**src/rtl/wb_pkg.sv**
```systemverilog
// wb_pkg: shared widths and entry type for the write-back arbiter
package wb_pkg;
  localparam int AW = 5;
  localparam int DW = 64;
  typedef struct packed {
    logic [AW-1:0] addr;
    logic [DW-1:0] data;
  } wb_entry_t;
endpackage

```
**src/rtl/wb_fifo.sv**
```systemverilog
// wb_fifo: circular entry buffer with per-slot valid/address view for hazard decode
module wb_fifo
  import wb_pkg::*;
#(
  parameter int DEPTH = 4
) (
  input  logic            clk,
  input  logic            rst,
  input  logic            push,
  input  logic            pop,
  input  wb_entry_t       din,
  output wb_entry_t       head,
  output logic            empty,
  output logic            full,
  output logic [DEPTH-1:0] ent_vld,
  output logic [AW-1:0]   ent_addr [DEPTH]
);
  localparam int PW = $clog2(DEPTH);
  logic [PW-1:0] wr_q, rd_q;
  logic [PW:0]   cnt_q;
  wb_entry_t     mem_q [DEPTH];
  always_ff @(posedge clk) begin
    if (rst) begin
      wr_q  <= '0;
      rd_q  <= '0;
      cnt_q <= '0;
    end else begin
      wr_q  <= wr_q + {{(PW-1){1'b0}}, push};
      rd_q  <= rd_q + {{(PW-1){1'b0}}, pop};
      cnt_q <= cnt_q + {{PW{1'b0}}, push} - {{PW{1'b0}}, pop};
    end
  end
  always_ff @(posedge clk) begin
    if (push) mem_q[wr_q] <= din;
  end
  assign head  = mem_q[rd_q];
  assign empty = cnt_q == '0;
  assign full  = cnt_q == (PW+1)'(DEPTH);
  for (genvar i = 0; i < DEPTH; i++) begin : g_ent
    assign ent_vld[i]  = {1'b0, PW'(i) - rd_q} < cnt_q;
    assign ent_addr[i] = mem_q[i].addr;
  end
endmodule

```
**src/rtl/wb_write_arbiter.sv**
```systemverilog
// wb_write_arbiter: buffers two result channels and drives both register-file write ports
module wb_write_arbiter
  import wb_pkg::*;
#(
  parameter int DEPTH = 4
) (
  input  logic               clk,
  input  logic               rst,
  input  logic               a_valid,
  output logic               a_ready,
  input  logic [AW-1:0]      a_addr,
  input  logic [DW-1:0]      a_data,
  input  logic               b_valid,
  output logic               b_ready,
  input  logic [AW-1:0]      b_addr,
  input  logic [DW-1:0]      b_data,
  output logic               wa_we,
  output logic [AW-1:0]      wa_addr,
  output logic [DW-1:0]      wa_data,
  output logic               wb_we,
  output logic [AW-1:0]      wb_addr,
  output logic [DW-1:0]      wb_data,
  output logic [2**AW-1:0]   pend_mask,
  output logic               idle
);
  wb_entry_t        a_head, b_head, wa_q, wb_q;
  logic             a_empty, a_full, b_empty, b_full;
  logic [DEPTH-1:0] a_vld, b_vld;
  logic [AW-1:0]    a_ents [DEPTH];
  logic [AW-1:0]    b_ents [DEPTH];
  logic             av, bv, same, pop_a, pop_b;
  logic             hold_b_q, hold_b_d, wa_we_q, wb_we_q;
  assign a_ready = !rst && !a_full;
  assign b_ready = !rst && !b_full;
  wb_fifo #(.DEPTH(DEPTH)) u_fifo_a (
    .clk(clk), .rst(rst), .push(a_valid && a_ready), .pop(pop_a),
    .din('{addr: a_addr, data: a_data}), .head(a_head), .empty(a_empty),
    .full(a_full), .ent_vld(a_vld), .ent_addr(a_ents)
  );
  wb_fifo #(.DEPTH(DEPTH)) u_fifo_b (
    .clk(clk), .rst(rst), .push(b_valid && b_ready), .pop(pop_b),
    .din('{addr: b_addr, data: b_data}), .head(b_head), .empty(b_empty),
    .full(b_full), .ent_vld(b_vld), .ent_addr(b_ents)
  );
  // A collision lets A go first and parks B for exactly one cycle via hold_b.
  always_comb begin
    av       = !a_empty;
    bv       = !b_empty;
    same     = a_head.addr == b_head.addr;
    pop_a    = hold_b_q ? av && !same : av;
    pop_b    = bv && (hold_b_q || !(av && same));
    hold_b_d = !hold_b_q && av && bv && same;
  end
  always_ff @(posedge clk) begin
    if (rst) begin
      hold_b_q <= 1'b0;
      wa_we_q  <= 1'b0;
      wb_we_q  <= 1'b0;
      wa_q     <= '0;
      wb_q     <= '0;
    end else begin
      hold_b_q <= hold_b_d;
      wa_we_q  <= pop_a;
      wb_we_q  <= pop_b;
      if (pop_a) wa_q <= a_head;
      if (pop_b) wb_q <= b_head;
    end
  end
  assign wa_we   = wa_we_q;
  assign wa_addr = wa_q.addr;
  assign wa_data = wa_q.data;
  assign wb_we   = wb_we_q;
  assign wb_addr = wb_q.addr;
  assign wb_data = wb_q.data;
  always_comb begin
    pend_mask = '0;
    for (int i = 0; i < DEPTH; i++) begin
      if (a_vld[i]) pend_mask[a_ents[i]] = 1'b1;
      if (b_vld[i]) pend_mask[b_ents[i]] = 1'b1;
    end
    if (wa_we_q) pend_mask[wa_q.addr] = 1'b1;
    if (wb_we_q) pend_mask[wb_q.addr] = 1'b1;
  end
  assign idle = a_empty && b_empty && !wa_we_q && !wb_we_q;
endmodule

```
**config.mk**
```make
export PLATFORM = sky130hd
export DESIGN_NAME = wb_write_arbiter
export DESIGN_NICKNAME = d
export VERILOG_FILES = /design/src/rtl/wb_pkg.sv /design/src/rtl/wb_fifo.sv /design/src/rtl/wb_write_arbiter.sv
export SDC_FILE = /design/constraint.sdc
export NUM_CORES = 1
export LEC_CHECK = 0
export CORE_MARGIN = 1
export CORE_UTILIZATION = 51
export DETAILED_ROUTE_END_ITERATION = 10
export PLACE_DENSITY = 0.82
export SLEW_MARGIN = 10
export SYNTH_ARGS = -nofsm -noshare
export SYNTH_HDL_FRONTEND = slang
export SYNTH_HIERARCHICAL = 1
export SYNTH_SLANG_ARGS = --single-unit
export TNS_END_PERCENT = 5
```
**constraint.sdc**
```tcl
create_clock -name clk -period 9.2 [get_ports clk]
set_clock_uncertainty 0.2 [all_clocks]
set_input_delay 2.76 -clock clk [delete_from_list [all_inputs] [get_ports clk]]
set_output_delay 2.76 -clock clk [all_outputs]
set_load 0.01 [all_outputs]
```
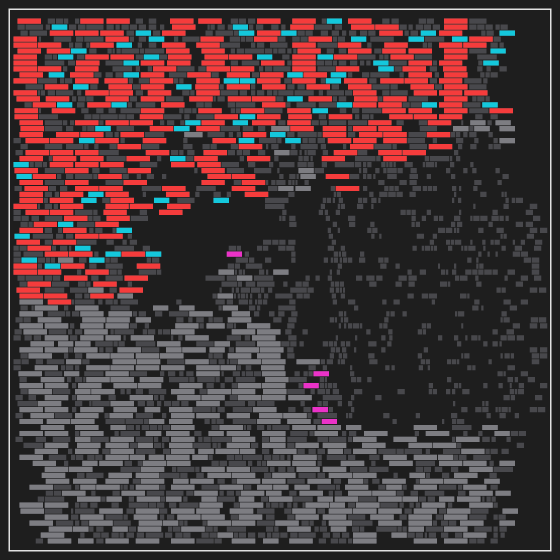
**Above:** sequential cells grouped by signal name.
Red stands for u_fifo_a/mem_q, placed flops 276. Cyan stands for wa_data, placed flops 64. Magenta stands for wb_addr, placed flops 5.
Another 362 sequential cells are not colored.

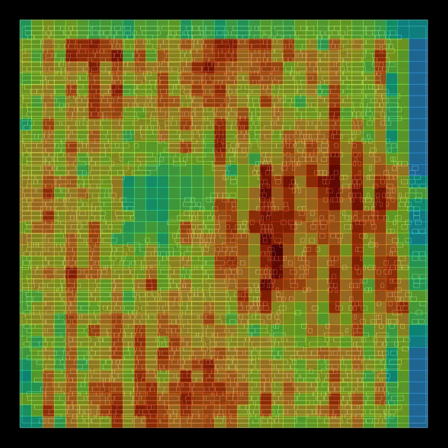
**Above:** track usage over the die.
grt met3 use: 0.0563
met1 Use GR: 0.361
met2 Use GR: 0.455
gr busiest metal: met2
Final Util: 0.617

==> results.json <==
{
  "min_period_ps": 7170,
  "grt_pass1_wl_mm": 122,
  "cts_resized": 0,
  "clock.fmax_mhz": 139,
  "reg2reg_from": "u_fifo_a/rd_q[0]$_SDFF_PP0_",
  "worstSetupEndpoint": "pend_mask[12]",
  "root_buffer": "clkbuf_16",
  "wl_met3_mm": 5.51,
  "nClkBuffers": 94,
  "hold_class": "reg -> reg",
  "num_antenna_cells": 2,
  "path_cells": "xor2_1 -> inv_1 -> ha_1 -> a21oi_1 -> or2_2 -> nand4b_1 -> o32a_1 -> o221ai_1 -> or4_1 -> clkdlybuf4s50_1",
  "drtPass1Iterations": 5,
  "topCellsByArea": "edfxtp_1 55%, dfxtp_1 10%, mux4_2 10%, nand2b_1 6.2%, mux2i_1 4.6%",
  "largest_area_cell": "edfxtp_1",
  "antenna_found_initial": 3,
  "common_cells": "552 x edfxtp_1, 300 x nand2b_1, 155 x dfxtp_1, 138 x mux2i_1, 134 x mux4_2",
  "post_cts_buffers": 0,
  "gr-total-overflow": 0,
  "clkCellAreaFrac": 0.0641,
  "ys_cells": 1906,
  "cts_tree": "yes",
  "top_layer": "met5",
  "final_cells": 2999,
  "hold_path_depth": 2,
  "p_leak_nw": 12.0,
  "critPathArrivalTime_ps": 4210,
  "warning_count": 33,
  "outcome": "finished clean",
  "wl_per_cell_um": 27.6,
  "gr-usage-all-layers": 0.275,
  "port_buffers": 316,
  "nMultiInputCombCells": 1034,
  "crit_path_top_delay_cell": "dfxtp_4",
  "signal_buffers": 341,
  "viasPerCell": 6.06,
  "slew_headroom": 0.189,
  "worst-path-buf-inv": 2,
  "powerClk_mw": 2.80,
  "vias": 18200,
  "bufAreaShareNonClock": 0.0933,
  "worst_path_largest_cell_delay_ps": 880,
  "holdBufCountCts": 0,
  "postSynthAreaPerCell_um2": 15.9
}
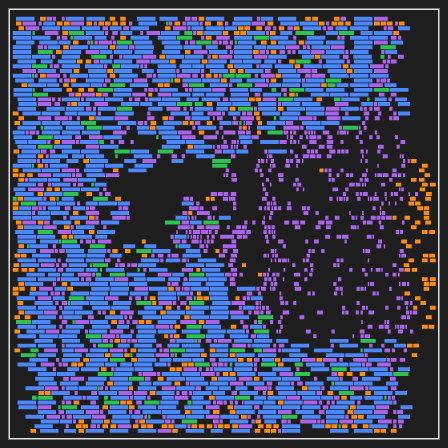
**Above:** placed cells, one color a class.
Blue stands for registers, cells 707. Green stands for clock drivers and dummy loads, cells 133. Orange stands for remaining buffers and delay cells, cells 341. Purple stands for remaining logic cells, cells 1051.

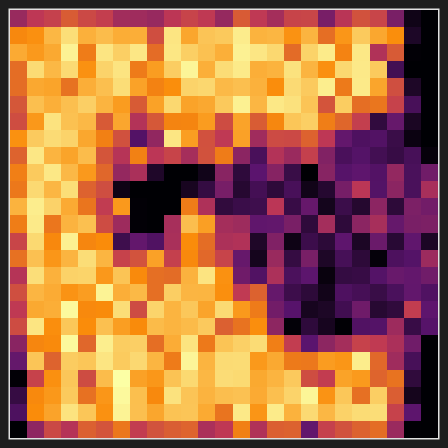
**Above:** cell area per tile.
25 x 25 tiles, from black (low) to pale yellow (high), 0 to 100% covered.
5.4% of the tiles are nearly empty. 41% of the tiles are over 75% full. The fullest tile reaches 100%.

